Figure 1. Zoomed window.
The bar under the picture is 10 microns long. Region (138, 138) to (168, 168) microns. Cells in grey, sequential cells in the stronger grey; small squares are vias.
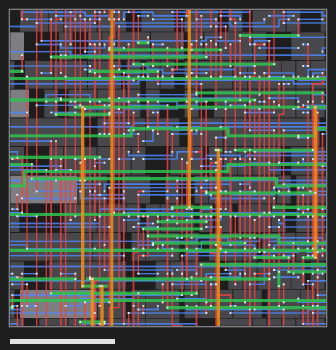
Figure 2. The metal 1 layer.
Supply wires on this layer in grey.
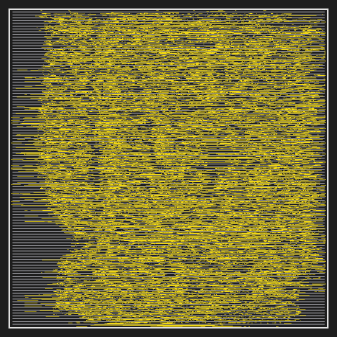
Figure 3. Clock nets.
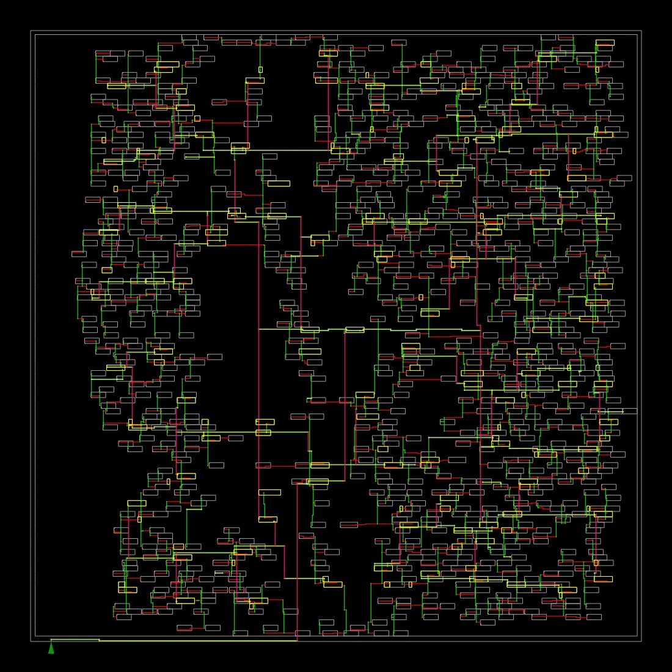
Figure 4. Signal wires on met4.
Supply wires on this layer in grey.
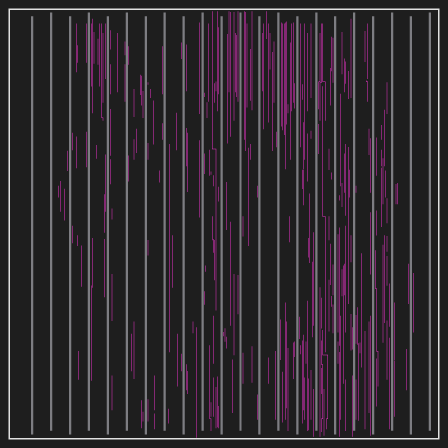
Figure 5. Signal wires by layer.
Two of the layers only.
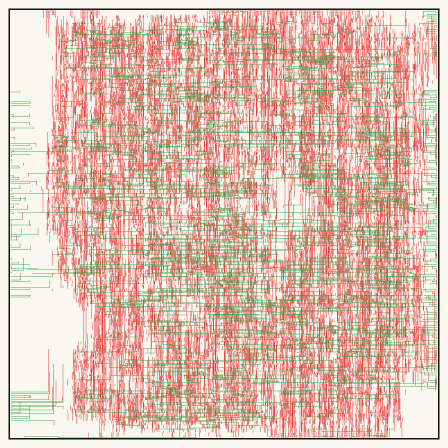
## config.mk

```make
export PLATFORM = sky130hd
export DESIGN_NAME = ghash_digit_serial_engine
export DESIGN_NICKNAME = d
export VERILOG_FILES = /design/src/rtl/ghash_digit_serial_engine.sv
export SDC_FILE = /design/constraint.sdc
export NUM_CORES = 2
export LEC_CHECK = 0
export CAP_MARGIN = 20
export CORE_MARGIN = 2
export CORE_UTILIZATION = 57
export CTS_CLUSTER_SIZE = 14
export DETAILED_ROUTE_END_ITERATION = 8
export PLACE_DENSITY = 0.82
export SLEW_MARGIN = 25
export SYNTH_ARGS = -nofsm -noshare
export SYNTH_HDL_FRONTEND = slang
export SYNTH_SLANG_ARGS = --single-unit
```

## constraint.sdc

```tcl
create_clock -name i_clock -period 2.55 [get_ports i_clock]
set_clock_uncertainty 0.05 [all_clocks]
set_input_delay 0.6375 -clock i_clock [delete_from_list [all_inputs] [get_ports i_clock]]
set_output_delay 0.6375 -clock i_clock [all_outputs]
set_load 0.1 [all_outputs]
```

## src/rtl/ghash_digit_serial_engine.sv

```systemverilog
// Streaming GHASH engine: digit-serial GF(2^128) multiply, appends len(A)||len(C) and emits the tag.
// Define GHASH_TAG_MASK_EN to XOR the result with E(K,J0) (sampled with the last block).
module ghash_digit_serial_engine #(
  parameter int NB_DATA  = 128,
  parameter int NB_DIGIT = 8,
  parameter int NB_LEN   = 64
) (
  input  logic               i_clock,
  input  logic               i_reset,
  input  logic [NB_DATA-1:0] i_data_x,
  input  logic               i_valid,
  input  logic               i_last,
  input  logic [NB_DATA-1:0] i_h_key,
  input  logic [NB_LEN-1:0]  i_len_a,
  input  logic [NB_LEN-1:0]  i_len_c,
  input  logic [NB_DATA-1:0] i_ej0,
  output logic               o_ready,
  output logic [NB_DATA-1:0] o_tag,
  output logic               o_tag_valid
);

  localparam int D     = NB_DATA / NB_DIGIT;
  localparam int CNT_W = (D > 1) ? $clog2(D) : 1;
  localparam logic [CNT_W-1:0] CNT_LAST = CNT_W'(D - 1);
  localparam logic [NB_DATA-1:0] R = {8'hE1, {(NB_DATA-8){1'b0}}};

  localparam logic [1:0] IDLE = 2'd0;
  localparam logic [1:0] MULT = 2'd1;
  localparam logic [1:0] LEN  = 2'd2;
  localparam logic [1:0] DONE = 2'd3;

  logic [1:0]         state;
  logic [CNT_W-1:0]   cnt;
  logic [NB_DATA-1:0] y, a, z, v, h, len_blk;
  logic               last;
  logic [NB_DATA-1:0] a_next, z_next, v_next;
  logic [NB_DATA-1:0] mask;

`ifdef GHASH_TAG_MASK_EN
  logic [NB_DATA-1:0] ej0;
  always_ff @(posedge i_clock) begin
    if (i_reset) ej0 <= '0;
    else if (state == IDLE && i_valid && i_last) ej0 <= i_ej0;
  end
  assign mask = ej0;
`else
  logic unused_ej0;
  assign unused_ej0 = ^i_ej0;
  assign mask = '0;
`endif

  // One digit of the right-shift multiply: operand bits leave a[] MSB first (x^0 first).
  always_comb begin
    a_next = a;
    z_next = z;
    v_next = v;
    for (int unsigned j = 0; j < NB_DIGIT; j++) begin
      if (a_next[NB_DATA-1]) z_next = z_next ^ v_next;
      v_next = v_next[0] ? ((v_next >> 1) ^ R) : (v_next >> 1);
      a_next = a_next << 1;
    end
  end

  always_ff @(posedge i_clock) begin
    if (i_reset) begin
      state   <= IDLE;
      cnt     <= '0;
      y       <= '0;
      a       <= '0;
      z       <= '0;
      v       <= '0;
      h       <= '0;
      len_blk <= '0;
      last    <= 1'b0;
      o_tag   <= '0;
    end else begin
      case (state)
        IDLE: begin
          if (i_valid) begin
            a     <= y ^ i_data_x;
            z     <= '0;
            v     <= i_h_key;
            h     <= i_h_key;
            last  <= i_last;
            cnt   <= '0;
            state <= MULT;
            if (i_last) len_blk <= {i_len_a, i_len_c};
          end
        end
        MULT: begin
          a <= a_next;
          z <= z_next;
          v <= v_next;
          if (cnt == CNT_LAST) begin
            cnt <= '0;
            y   <= z_next;
            if (last) begin
              // Chain straight into the length block using the freshly finished Y.
              a     <= z_next ^ len_blk;
              z     <= '0;
              v     <= h;
              state <= LEN;
            end else begin
              state <= IDLE;
            end
          end else begin
            cnt <= cnt + CNT_W'(1);
          end
        end
        LEN: begin
          a <= a_next;
          z <= z_next;
          v <= v_next;
          if (cnt == CNT_LAST) begin
            cnt   <= '0;
            y     <= z_next;
            o_tag <= z_next ^ mask;
            state <= DONE;
          end else begin
            cnt <= cnt + CNT_W'(1);
          end
        end
        default: begin
          y     <= '0;
          state <= IDLE;
        end
      endcase
    end
  end

  assign o_ready     = (state == IDLE);
  assign o_tag_valid = (state == DONE);

endmodule

```

==> git commit body <==
Store results of the implementation flow

* Leading post-synthesis cells by instance count: sky130_fd_sc_hd__nand2_1 (1903), sky130_fd_sc_hd__dfxtp_1 (903), sky130_fd_sc_hd__xnor2_1 (841)
- In the log, the iteration count for the first detailed-route pass is 8.
- In the routed design, unresolved DRC markers number 0.
- For met3 alone, demand over resource in global routing was 9.75%.
- Timing would allow up to 393 MHz.
- Maximum number of pins on one net before global-route repair: 86
- Post-synthesis instance area: 52200 sq um
* Cell depth of the worst hold path: 2
- Sequential share of the synthesized area: 34.6%
* Buffer cell driving the clock tree root: sky130_fd_sc_hd__clkbuf_16
* Max-area cell share: 34.6%
- The script extracted a net switching power of 20600 uW.
- According to the floorplan log, the row count is 111.
* Leftover overflow at the end of global routing: 0
- The power report lists cell-internal power as 32300 uW.
- After layout the clock buffers and inverters come to 5.03% of cell area.
- Sequential share of cell area: 28.1%
- At the placement stage, the worst setup path has a slack of -0.121 ns.
* Amount of wire on met2 after detailed routing: 83300 microns
* Post-layout instance count excluding filler cells: 8634
* Global-route wire length before repair: 291000 microns
- The area taken by sequential standard cells is reported as 18100 sq um.
- Global route hottest layer: met2
- Setup TNS after final layout: 0 ns
- Routed wire length on met3: 28000 microns
- TritonCTS built the clock tree.
* Slew @ Worst Pin: 0.921 ns
- Cts-stage hold buffer count: 0
* TritonCTS Buffers: 93
* Clock period minus final worst setup slack: 2.54 ns
* Post-CTS Resized: 4
* Met2 track utilization from global routing: 58.8%
- Dominant flop cell: sky130_fd_sc_hd__dfxtp_1
- Cell-by-cell listing of the critical path: buf_12 > nand2_1 > xor2_1 > xnor2_1 > xnor2_1 > xnor2_1 > xnor2_1 > a31oi_1
- STA classifies the critical path endpoint as a flop.
* Htree depth: 3
- In the final layout, the share of cells above drive strength 1 is 11.4%.
- Final Slew Violations: 0
* Tally of max-capacitance violations: 0
- Per the synth stats, the proportion of register bits with asynchronous set or reset is 0%.
- The most frequently used library cell after synthesis is sky130_fd_sc_hd__nand2_1.
- The synthesized design contains 0 enable-type register cells.
* Layout clock buffer count: 134
- The chip occupies 94000 sq um.
* Count of buffers from port buffering: 517
* Tool Warnings: 159
- Initial antenna violation count: 3
* Weighted congestion reported at the end of routability-driven placement: 0.953
- The worst setup path is of the reg -> reg kind.
* Top sig layer: met4
- PD cells: 820 nW/um^2
- Run status: completed
* Largest Pwr Group: combinational logic
* Non-clock buffer count: 1002
- Number of buffers on the longest clock path: 3
- For the sequential group, total power comes out at 17400 uW.
- Vias in the first global route: 49443
* Post-route met1 wirelength: 74600 microns
- After synthesis, the design contains 6930 cells according to Yosys.
* Worst-case vdd ir drop: 0.556 mV
- In this run the remaining antenna-violating nets after routing total 0.
- On the critical path the data arrives at 3.06 ns.
* Yosys-reported design area after synthesis: 52200 sq um
* Placed wire-length estimate after detailed placement: 136000 microns
- Number of inverters outside the clock class in the layout: 7
- The area growth from synthesis to layout is 23.5%.
- Max fanout on the critical path was recorded as 35.
- Setup repair after global routing could not meet its margin everywhere.
- Antenna diode instance count: 2
* Cell repeated most along the worst path: sky130_fd_sc_hd__xnor2_1
- In this run switching power makes up 38.9% of total power.
* Top post-synthesis cells by area: sky130_fd_sc_hd__dfxtp_1 (35%), sky130_fd_sc_hd__xnor2_1 (14%), sky130_fd_sc_hd__nand2_1 (14%), sky130_fd_sc_hd__a21oi_1 (6.1%), sky130_fd_sc_hd__xor2_1 (5.0%)
* Comb area share: 49.3%
- The top cell types in the final layout, fill and taps aside, are sky130_fd_sc_hd__nand2_1 (1898), sky130_fd_sc_hd__dfxtp_1 (889), sky130_fd_sc_hd__xnor2_1 (836).
* Most common library cell in the layout ignoring fill and taps: sky130_fd_sc_hd__nand2_1
- Flip-flops: 903
- Finish-stage setup viols: 0
* Data required time at the worst endpoint: 3.06 ns
* Multi-input gate count: 5363
- Cell depth of the worst setup path: 8
- For the clock group, total power comes out at 14700 uW.
- Summing internal, switching and leakage power gives 52800 uW.
- Initial Utilization: 57.2%
- Worst Slack Setup Final: 0.00560 ns
- 646 I/O pins were placed.
- The largest individual stage delay along the critical path comes from the cell sky130_fd_sc_hd__xnor2_1.
- Kind of cell adding the most delay to the critical path: XOR/XNOR gates
- The worst-case max-slew headroom was logged as 38.6%.
- Average via count per standard cell: 6.20
- Leakage power total: 0.0241 uW
- The gate-level netlist out of Yosys references 53 unique cell types.
- Placed Cells: 8449
- When the netlist entered floorplanning its net count stood at 7452.
- The flow inserted 1186 tap cells.
- In the CTS report, the clock slew at the register clock pins of the worst setup and hold paths is listed as 0.07 ns.
- Ratio of final minimum period to clock period: 99.8%
- The synthesis log from Yosys contains 0 warnings.
- Summing all placed instances gives a cell area of 60900 sq um.
* Critical Path Source Type: flop
-- Figure 1 (at the start) --
| colour | layer |
|---|---|
| blue | metal 1 |
| orange | metal 4 |
| red | metal 2 |
| green | metal 3 |
sequential cells in the window: 2
netlist names of flops here include: `z` (2)
most frequent: nand2_1 (57), xnor2_1 (26), buf_4 (11)
cells with their middle in the window: 112

-- Figure 2 (at the start) --
wire length on this layer: 74.6 mm
longest straight run: 91.5 microns
nets with wire on the layer: 7100
main direction: horizontal
share of all routed wire: 38%
final wirelength: 196000 microns
met1 track demand over resource in global routing: 53.6%
count of vias placed by the detailed router: 53514

-- Figure 3 (at the start) --
insertion delay to the later sink of the worst-skew pair: 0.68 ns
# clock sinks: 903

-- Figure 4 (at the start) --
longest straight run: 149 microns
main direction: vertical

-- Figure 5 (at the start) --
| colour | layer | wire length |
|---|---|---|
| green | metal 3 | 28.0 mm |
| red | metal 2 | 83.3 mm |
All-Layer GR Usage: 39.5%
average wire per cell in the routed design: 22.7 microns

[worst paths after layout]
| kind | startpoint | end | slack (ns) |
|---|---|---|---|
| worst max-delay path | a[124] | a[50] | 0.006 |
| worst min-delay path | i_reset | y[118] | 0.27 |
| worst max register to register | a[124] | a[50] | 0.006 |
| worst min register to register | h[79] | h[79] | 0.40 |
[logic make-up after synthesis]
kind of cell / share of synthesized area (%)
compound gates: 17.3
xor+xnor: 22.7
fa+ha+maj: 0.144
buf+inv: 5.02
flops: 34.6
mux: 0.0192
simple gates: 20.2
[state kept, by name, indices dropped and copies added (netlist names)]
register  flops
v           128
z           128
cnt           4
o_tag       128
state         2
last          1
h           128
len_blk     128
a           128
y           128
Power is estimated from default activity; no workload was simulated.
